--- src/rtl/rs_chien_search_if.sv ---
// Handshake and result bundle between the key-equation solver, the Chien
// search stage and the Forney stage of the RS(255,247) decoder.
interface rs_chien_search_if;
  logic       start;
  logic [2:0] elp_deg;
  logic [7:0] lambda1;
  logic [7:0] lambda2;
  logic [7:0] lambda3;
  logic [7:0] lambda4;
  logic [2:0] error_num;
  logic [7:0] el1;
  logic [7:0] el2;
  logic [7:0] el3;
  logic [7:0] el4;
  logic [7:0] loc1;
  logic [7:0] loc2;
  logic [7:0] loc3;
  logic [7:0] loc4;
  logic       fail;
  logic       done;

  modport master (
    output start, elp_deg, lambda1, lambda2, lambda3, lambda4,
    input  error_num, el1, el2, el3, el4, loc1, loc2, loc3, loc4, fail, done
  );

  modport slave (
    input  start, elp_deg, lambda1, lambda2, lambda3, lambda4,
    output error_num, el1, el2, el3, el4, loc1, loc2, loc3, loc4, fail, done
  );
endinterface

--- src/rtl/rs_chien_search.sv ---
// Chien search for RS(255,247) over GF(2^8), p(x)=0x11D: evaluates the error
// locator at alpha^1..alpha^255, one element per clock, and records the roots.
module rs_chien_search (
  input logic             clk,
  input logic             rst_n,
  rs_chien_search_if.slave bus
);

  typedef enum logic [1:0] {IDLE, SEARCH, FINISH} state_t;

  state_t     state, state_nx;
  logic [7:0] term1, term2, term3, term4;
  logic [7:0] x_q;
  logic [7:0] step_q;
  logic [7:0] pos_q;
  logic [2:0] deg_q;
  logic [2:0] cnt_q;
  logic [7:0] el_q  [4];
  logic [7:0] loc_q [4];
  logic       fail_q;

  logic       accept;
  logic       short_run;
  logic       last_step;
  logic [7:0] sum;
  logic       hit;
  logic [2:0] cnt_nx;

  function automatic logic [7:0] mul_a1(input logic [7:0] a);
    return {a[6:0], 1'b0} ^ (a[7] ? 8'h1D : 8'h00);
  endfunction

  function automatic logic [7:0] mul_a2(input logic [7:0] a);
    return mul_a1(mul_a1(a));
  endfunction

  function automatic logic [7:0] mul_a3(input logic [7:0] a);
    return mul_a1(mul_a2(a));
  endfunction

  function automatic logic [7:0] mul_a4(input logic [7:0] a);
    return mul_a2(mul_a2(a));
  endfunction

  assign accept    = (state == IDLE) && bus.start;
  assign short_run = (bus.elp_deg == 3'd0) || (bus.elp_deg > 3'd4);
  assign last_step = (step_q == 8'd255);
  assign sum       = 8'h01 ^ term1 ^ term2 ^ term3 ^ term4;
  assign hit       = (sum == 8'h00);
  // Root count saturates so a runaway locator cannot wrap back to a valid count.
  assign cnt_nx    = (hit && (cnt_q != 3'd7)) ? cnt_q + 3'd1 : cnt_q;

  always_ff @(posedge clk or negedge rst_n) begin
    if (!rst_n) state <= IDLE;
    else        state <= state_nx;
  end

  always_comb begin
    state_nx = state;
    case (state)
      IDLE:    if (bus.start) state_nx = short_run ? FINISH : SEARCH;
      SEARCH:  if (last_step) state_nx = FINISH;
      FINISH:  state_nx = IDLE;
      default: state_nx = IDLE;
    endcase
  end

  always_ff @(posedge clk or negedge rst_n) begin
    if (!rst_n) begin
      term1  <= '0;
      term2  <= '0;
      term3  <= '0;
      term4  <= '0;
      x_q    <= '0;
      step_q <= '0;
      pos_q  <= '0;
      deg_q  <= '0;
      cnt_q  <= '0;
      fail_q <= 1'b0;
      for (int k = 0; k < 4; k++) begin
        el_q[k]  <= '0;
        loc_q[k] <= '0;
      end
    end else if (accept) begin
      term1  <= mul_a1(bus.lambda1);
      term2  <= mul_a2(bus.lambda2);
      term3  <= mul_a3(bus.lambda3);
      term4  <= mul_a4(bus.lambda4);
      x_q    <= 8'h02;
      step_q <= 8'd1;
      pos_q  <= 8'd254;
      deg_q  <= bus.elp_deg;
      cnt_q  <= '0;
      // Degenerate degrees skip the search, so their verdict is known now.
      fail_q <= (bus.elp_deg > 3'd4);
      for (int k = 0; k < 4; k++) begin
        el_q[k]  <= '0;
        loc_q[k] <= '0;
      end
    end else if (state == SEARCH) begin
      if (hit && (cnt_q < 3'd4)) begin
        el_q[cnt_q[1:0]]  <= x_q;
        loc_q[cnt_q[1:0]] <= pos_q;
      end
      cnt_q  <= cnt_nx;
      term1  <= mul_a1(term1);
      term2  <= mul_a2(term2);
      term3  <= mul_a3(term3);
      term4  <= mul_a4(term4);
      x_q    <= mul_a1(x_q);
      step_q <= step_q + 8'd1;
      if (!last_step) pos_q <= pos_q - 8'd1;
      // Verdict is registered on the way into FINISH so it is valid alongside done.
      if (last_step) fail_q <= (deg_q > 3'd4) || (cnt_nx != deg_q);
    end
  end

  assign bus.error_num = cnt_q;
  assign bus.el1       = el_q[0];
  assign bus.el2       = el_q[1];
  assign bus.el3       = el_q[2];
  assign bus.el4       = el_q[3];
  assign bus.loc1      = loc_q[0];
  assign bus.loc2      = loc_q[1];
  assign bus.loc3      = loc_q[2];
  assign bus.loc4      = loc_q[3];
  assign bus.fail      = fail_q;
  assign bus.done      = (state == FINISH);

endmodule

--- src/flat_wrapper.sv ---
// flat-port wrapper written by rule: the top's interface ports become plain ports
module rs_chien_search_flat 
  (clk, rst_n, bus_start, bus_elp_deg, bus_lambda1, bus_lambda2, bus_lambda3, bus_lambda4, bus_error_num, bus_el1, bus_el2, bus_el3, bus_el4, bus_loc1, bus_loc2, bus_loc3, bus_loc4, bus_fail, bus_done);
  rs_chien_search_if bus_i ();
  input logic clk;
  input logic rst_n;
  input wire logic [$bits(bus_i.start)-1:0] bus_start;
  input wire logic [$bits(bus_i.elp_deg)-1:0] bus_elp_deg;
  input wire logic [$bits(bus_i.lambda1)-1:0] bus_lambda1;
  input wire logic [$bits(bus_i.lambda2)-1:0] bus_lambda2;
  input wire logic [$bits(bus_i.lambda3)-1:0] bus_lambda3;
  input wire logic [$bits(bus_i.lambda4)-1:0] bus_lambda4;
  output wire logic [$bits(bus_i.error_num)-1:0] bus_error_num;
  output wire logic [$bits(bus_i.el1)-1:0] bus_el1;
  output wire logic [$bits(bus_i.el2)-1:0] bus_el2;
  output wire logic [$bits(bus_i.el3)-1:0] bus_el3;
  output wire logic [$bits(bus_i.el4)-1:0] bus_el4;
  output wire logic [$bits(bus_i.loc1)-1:0] bus_loc1;
  output wire logic [$bits(bus_i.loc2)-1:0] bus_loc2;
  output wire logic [$bits(bus_i.loc3)-1:0] bus_loc3;
  output wire logic [$bits(bus_i.loc4)-1:0] bus_loc4;
  output wire logic [$bits(bus_i.fail)-1:0] bus_fail;
  output wire logic [$bits(bus_i.done)-1:0] bus_done;
  assign bus_i.start = bus_start;
  assign bus_i.elp_deg = bus_elp_deg;
  assign bus_i.lambda1 = bus_lambda1;
  assign bus_i.lambda2 = bus_lambda2;
  assign bus_i.lambda3 = bus_lambda3;
  assign bus_i.lambda4 = bus_lambda4;
  assign bus_error_num = bus_i.error_num;
  assign bus_el1 = bus_i.el1;
  assign bus_el2 = bus_i.el2;
  assign bus_el3 = bus_i.el3;
  assign bus_el4 = bus_i.el4;
  assign bus_loc1 = bus_i.loc1;
  assign bus_loc2 = bus_i.loc2;
  assign bus_loc3 = bus_i.loc3;
  assign bus_loc4 = bus_i.loc4;
  assign bus_fail = bus_i.fail;
  assign bus_done = bus_i.done;
  rs_chien_search u_core (.clk(clk), .rst_n(rst_n), .bus(bus_i));
endmodule
--- config.mk ---
export PLATFORM = sky130hd
export DESIGN_NAME = rs_chien_search_flat
export DESIGN_NICKNAME = d
export VERILOG_FILES = /design/src/rtl/rs_chien_search_if.sv /design/src/rtl/rs_chien_search.sv /design/src/flat_wrapper.sv
export SDC_FILE = /design/constraint.sdc
export NUM_CORES = 1
export LEC_CHECK = 0
export CORE_AREA = 2 2 112 114
export DETAILED_ROUTE_END_ITERATION = 8
export DIE_AREA = 0 0 114 116
export GPL_ROUTABILITY_DRIVEN = 0
export PLACE_DENSITY_LB_ADDON = 0.12
export SYNTH_ARGS = -nofsm -noshare
export SYNTH_HDL_FRONTEND = slang
export SYNTH_SLANG_ARGS = --single-unit
--- constraint.sdc ---
create_clock -name clk -period 3.7 [get_ports clk]
set_input_delay 0.74 -clock clk [delete_from_list [all_inputs] [get_ports clk]]
set_output_delay 0.74 -clock clk [all_outputs]
set_load 0.01 [all_outputs]
Fig. 1: run 1, the metal 2 layer
Bar = 20 µm.
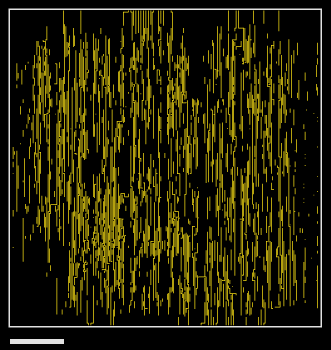
share of all routed wire: 50%
nets with wire on the layer: 698
main direction: vertical

Fig. 2: run 1, metal 3
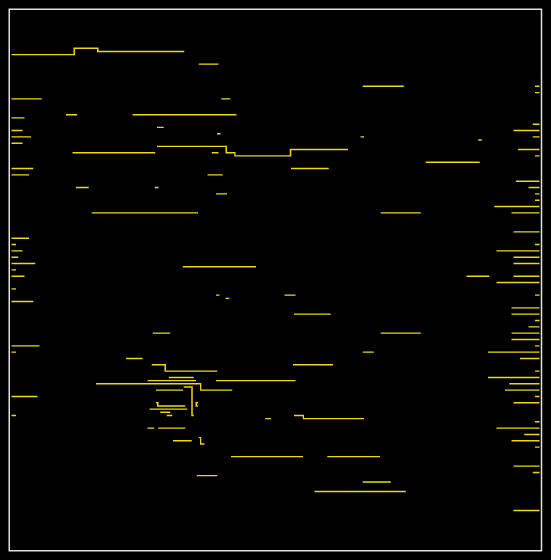
nets with wire on the layer: 95
wire length on this layer: 687 µm
share of all routed wire: 4.4%

Fig. 3: run 1, track usage over the die
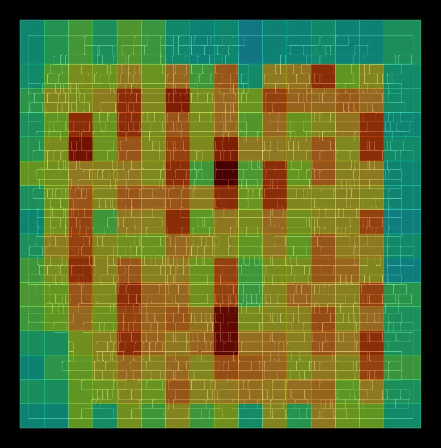
GRT Total Usage: 25.5%
GR peak layer: met2
routing usage on met3: 5.02%
met2 Usage GRT: 43.2%

==> results.toml, run 1 <==
# flow metrics
[route]
wl_met2_um = 7850
vias_per_cell = 5.59
drcViolationCount = 0
drtAntennaViolNets = 0
wl_met3_um = 686
drt_iter0_drc = 454
wl_per_cell_um = 16.9
vias = 5219
maxUsedRoutingLayer = "met4"

[power_and_ir_drop]
comb_power_share_pct = 38.7
switching_share_pct = 38.3
power_density_nw_per_um2 = 744
p_comb_mw = 2.46
leakage_nw = 3.96
seqPwrFrac_pct = 33.0
p_clk_mw = 1.80
intPower_mw = 3.93

[logic_synthesis]
ys.warnings.count = 0
synthesis.area_um2 = 6810
syn_area_per_cell_um2 = 9.94
synth_cells = 685
xor_area_share_pct = 11.4
most_common_cell = "nand2_1"
ys.flops = 129
synth-simple-area-share_pct = 16.8
top_area_cell = "dfrtp_1"

[die]
die_w_um = 114
die_area_um2 = 13200
n_tap_cell = 147
fp.dieH_um = 116
core_um2 = 11900

[clock_network]
postCtsSetupRepairBufs = 0
clk_pin_slew_worst_paths_ps = 60
clk_path_buf_depth = 2
cts_root_buf = "clkbuf_16"
cts_resized = 0
cts_max_level = 4
cts_tree = "yes"

[final_layout]
bufAreaShareNonClock_pct = 13.9
final_cell_mix = "136 x nand2_1, 129 x dfrtp_1, 105 x clkdlybuf4s50_1, 64 x mux2i_1, 52 x xnor2_1"
nets = 819
lay_top_count = "nand2_1"
largestClassByArea = "logic gates"
nFillCells = 865
num-multi-input-gates = 498
flop_area_um2 = 3230
syn_to_final_growth_pct = 25.6

[placement]
dp_hpwl_um = 10700

[critical_path]
crit_buf_inv = 1
timing.rr.end = "u_core.bus.el1[4]"
startpoint_type = "primary input"
worstPathRequired_ps = 4030
slowest_delay_ps = 850
rrSetupSlack_ps = 1430
cp_cell_sequence = "clkdlybuf4s50_1 > nand2_4 > a221o_1 > nor3b_1"
path_delay_family = "buffers and inverters"
ff2ff_path_depth = 5
critPathLaunch = "bus_start"

[status]
outcome = "finished, final reports clean"

[run]
warnings = 29

[global_route]
grt_max_degree = 65
antenna_found_initial = 0
grt_pass1_wl_um = 26400
grt_pass1_vias = 5311

[sta]
tightest_slew_ps = 699
slew_violations = 0
finalWorstSetupSlack_ps = 1210
final.min_clock_period_ps = 2490
slew_headroom_pct = 53.3
whs_ps = 311
==> inputs of run 2 (changes only) <==
--- a/config.mk
+++ b/config.mk
@@ -5,9 +5,9 @@
 export SDC_FILE = /design/constraint.sdc
 export NUM_CORES = 1
 export LEC_CHECK = 0
-export CORE_AREA = 2 2 112 114
+export CORE_AREA = 2 2 116 118
 export DETAILED_ROUTE_END_ITERATION = 8
-export DIE_AREA = 0 0 114 116
+export DIE_AREA = 0 0 118 120
 export GPL_ROUTABILITY_DRIVEN = 0
 export PLACE_DENSITY_LB_ADDON = 0.12
 export SYNTH_ARGS = -nofsm -noshare
==> constraint.sdc (replaced) <==
create_clock -name clk -period 2.6 [get_ports clk]
set_input_delay 0.52 -clock clk [delete_from_list [all_inputs] [get_ports clk]]
set_output_delay 0.52 -clock clk [all_outputs]
set_load 0.01 [all_outputs]
Fig. 4: run 2, gate-type map
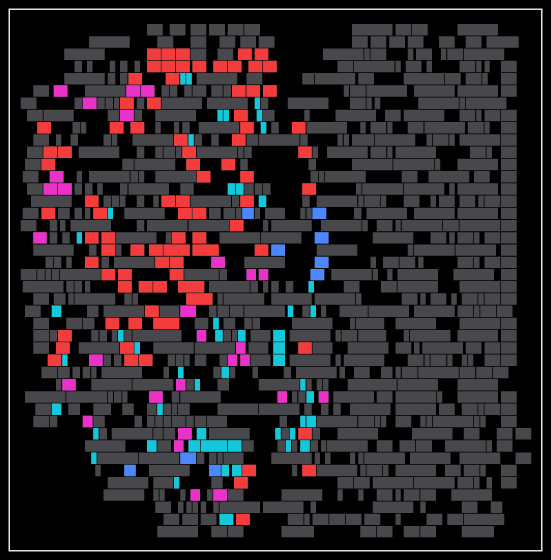
legend:
  cyan:
    family: nor cells
    cells: 50
  red:
    family: xor and xnor cells
    cells: 84
  magenta:
    family: and/or cells
    cells: 28
  blue:
    family: non-inverting ao/oa cells
    cells: 9
multi-input gate share of the layout cell area: 38.5%
most instantiated logic cell after routing: nand2_1

Fig. 5: run 2, metal 3
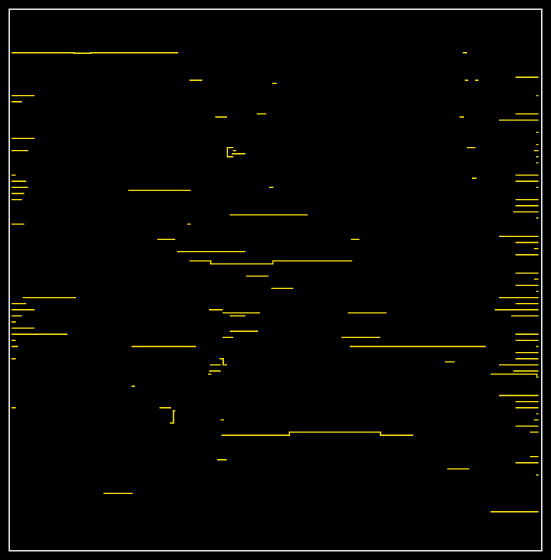
longest straight run: 29.9 µm
wire length on this layer: 570 µm
Vias: 5220
routing usage on met3: 4.85%
drt total wl: 15800 µm

==> run 2 against run 1 <==
Via count barely moved. Non-clock buffer count increased by 3. Worst hold slack lost 150 ps. Worst setup slack worse by 920 ps. Sequential cell count did not move. Critical path depth decreased by 1.
==> results.toml, run 2 <==
# flow metrics
[status]
outcome = "finished, final reports clean"

[logic_synthesis]
xor_area_share_pct = 11.4
syn_area_per_cell_um2 = 9.94
top_area_cell = "dfrtp_1"
synth-simple-area-share_pct = 16.8

[clock_network]
cts_root_buf = "clkbuf_16"
cts_max_level = 4
cts_tree = "yes"
clk_pin_slew_worst_paths_ps = 50

[final_layout]
final_cell_mix = "136 x nand2_1, 129 x dfrtp_1, 105 x clkdlybuf4s50_1, 64 x mux2i_1, 52 x xnor2_1"
nets = 822
syn_to_final_growth_pct = 25.6
largestClassByArea = "logic gates"
nFillCells = 1074
bufAreaShareNonClock_pct = 14.3
flop_area_um2 = 3230

[sta]
final.min_clock_period_ps = 2310
tightest_slew_ps = 710
finalWorstSetupSlack_ps = 293
whs_ps = 158
slew_headroom_pct = 52.7

[power_and_ir_drop]
power_density_nw_per_um2 = 1030
leakage_nw = 3.96
p_comb_mw = 3.56
switching_share_pct = 38.7
p_clk_mw = 2.28

[critical_path]
rrSetupSlack_ps = 380
path_delay_family = "buffers and inverters"
slowest_delay_ps = 540
ff2ff_path_depth = 5
critPathLaunch = "u_core.state[0]"

[die]
fp.dieH_um = 120
die_w_um = 118

[global_route]
grt_pass1_vias = 5251
grt_util_met2_pct = 40.4
grt_pass1_wl_um = 26400
busiest_layer = "met2"

[route]
maxUsedRoutingLayer = "met4"
vias_per_cell = 5.42
drt_iter0_drc = 394
drtAntennaViolNets = 0
drcViolationCount = 0
wl_met2_um = 7910
Fig. 6: run 2, the metal 2 layer
Bar = 20 µm.
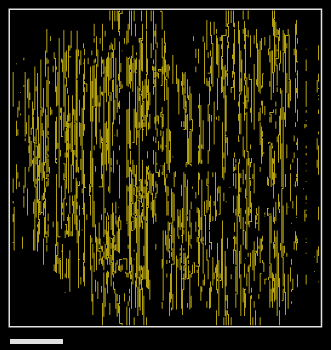
wire length on this layer: 7910 µm
share of all routed wire: 50%
nets with wire on the layer: 687
main direction: vertical
longest straight run: 60.5 µm

==> inputs of run 3 (changes only) <==
--- a/config.mk
+++ b/config.mk
@@ -5,9 +5,10 @@
 export SDC_FILE = /design/constraint.sdc
 export NUM_CORES = 1
 export LEC_CHECK = 0
-export CORE_AREA = 2 2 116 118
+export ABC_AREA = 1
+export CORE_AREA = 2 2 113 115
 export DETAILED_ROUTE_END_ITERATION = 8
-export DIE_AREA = 0 0 118 120
+export DIE_AREA = 0 0 115 117
 export GPL_ROUTABILITY_DRIVEN = 0
 export PLACE_DENSITY_LB_ADDON = 0.12
 export SYNTH_ARGS = -nofsm -noshare
Fig. 7: run 3, gate-type map
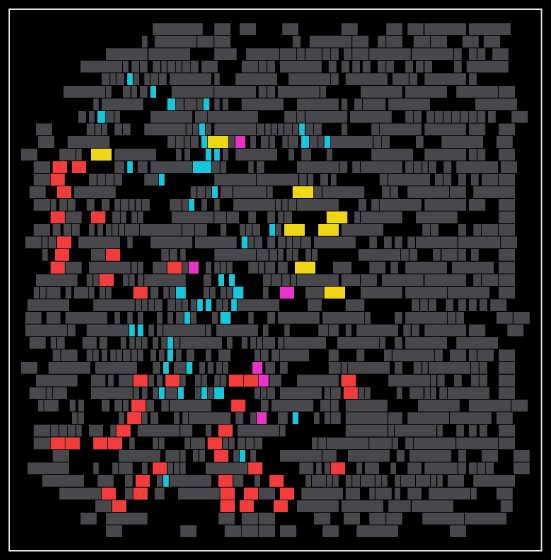
legend:
  cyan:
    family: nor cells
    cells: 41
  red:
    family: xor and xnor cells
    cells: 45
  magenta:
    family: and/or cells
    cells: 6
  yellow:
    family: fa/ha/maj cells
    cells: 8
    where: center
Finished Layout Cells: 1031
multi-input gate share of the layout cell area: 33.4%

Fig. 8: run 3, track usage over the die
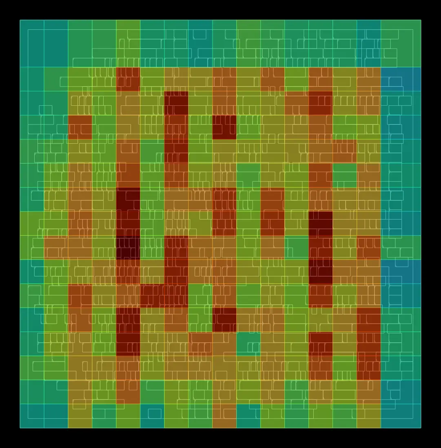
met2 Usage GRT: 40.9%
routing usage on met3: 4.38%
Core Util, Final: 67.4%

==> run 3 against run 2 <==
Worst setup slack improved by 200 ps. Total power decreased by 48%. Sequential cell count unchanged. Fmax increased by 9.7%. Final cell count increased by 7.1%. Worst hold slack got worse by 41 ps. Synthesized area decreased by 4.1%. First-iteration DRC count decreased by 4.6%. Utilization increased by 1.5 points. Non-clock buffer count decreased by 6. Critical path type is now reg -> reg. Critical endpoint is now u_core.bus.el2[5].
==> results.toml, run 3 <==
# flow metrics
[global_route]
busiest_layer = "met2"
grt_use_total_pct = 24.6
grt_pass1_vias = 5320

[critical_path]
critPathLaunch = "u_core.term4[7]"
ff2ff_path_depth = 14
timing.rr.end = "u_core.bus.el2[5]"
worst_setup_path_end_kind = "register"
worst-path-stages = 14
slowest_delay_ps = 460
rrSetupSlack_ps = 500
cp_cell_sequence = "inv_1 > nand2_1 > nand2_1 > nand3_1 > nand2_1 > nand2_1 > nor2_2 > and2_4 > nand3_4 > inv_6 > nand2_4 > clkinv_2 > nand2_1 > a21oi_2"
path_delay_family = "simple AND/OR/NAND/NOR gates"

[route]
maxUsedRoutingLayer = "met4"
vias = 5587
drtAntennaViolNets = 0
vias_per_cell = 5.42
drt_iter0_drc = 376
drcViolationCount = 0
drt-total-wl_um = 15700

[power_and_ir_drop]
leakage_nw = 3.97
p_clk_mw = 2.38
power_mw = 4.55
switching_share_pct = 20.9
p_comb_mw = 0.163
intPower_mw = 3.60
power_density_nw_per_um2 = 549

[status]
outcome = "finished, final reports clean"

[final_layout]
lay_top_count = "nand2_1"
syn_to_final_growth_pct = 27.1
final_cell_mix = "158 x nand2_1, 129 x dfrtp_1, 105 x clkdlybuf4s50_1, 83 x nand3_1, 70 x inv_1"
nets = 915
flop_area_um2 = 3230
largestClassByArea = "sequential cells"
num-multi-input-gates = 516
bufAreaShareNonClock_pct = 14.2

[clock_network]
cts_tree = "yes"
cts_root_buf = "clkbuf_16"
cts_max_level = 4
clk_pin_slew_worst_paths_ps = 60

[logic_synthesis]
syn_area_per_cell_um2 = 8.46
synth-simple-area-share_pct = 20.2
top_area_cell = "dfrtp_1"
ys_top_logic_family = "simple AND/OR/NAND/NOR gates"
xor_area_share_pct = 6.04

[sta]
slew_headroom_pct = 57.4
tightest_slew_ps = 639
clock_skew_ps = 5.79
finalWorstSetupSlack_ps = 497
final.min_clock_period_ps = 2100
whs_ps = 117

[die]
rows = 41
fp.dieH_um = 117
die_w_um = 115
core_um2 = 12300
Fig. 9: run 3, the metal 2 layer
Bar = 20 µm.
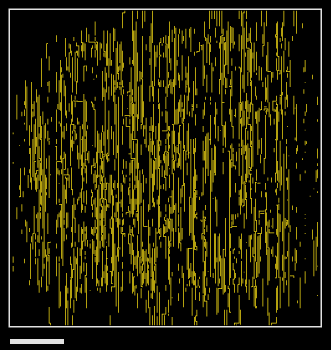
longest straight run: 55.9 µm
wire length on this layer: 7540 µm

No activity file was given, so power comes from the tool's default toggle rates.
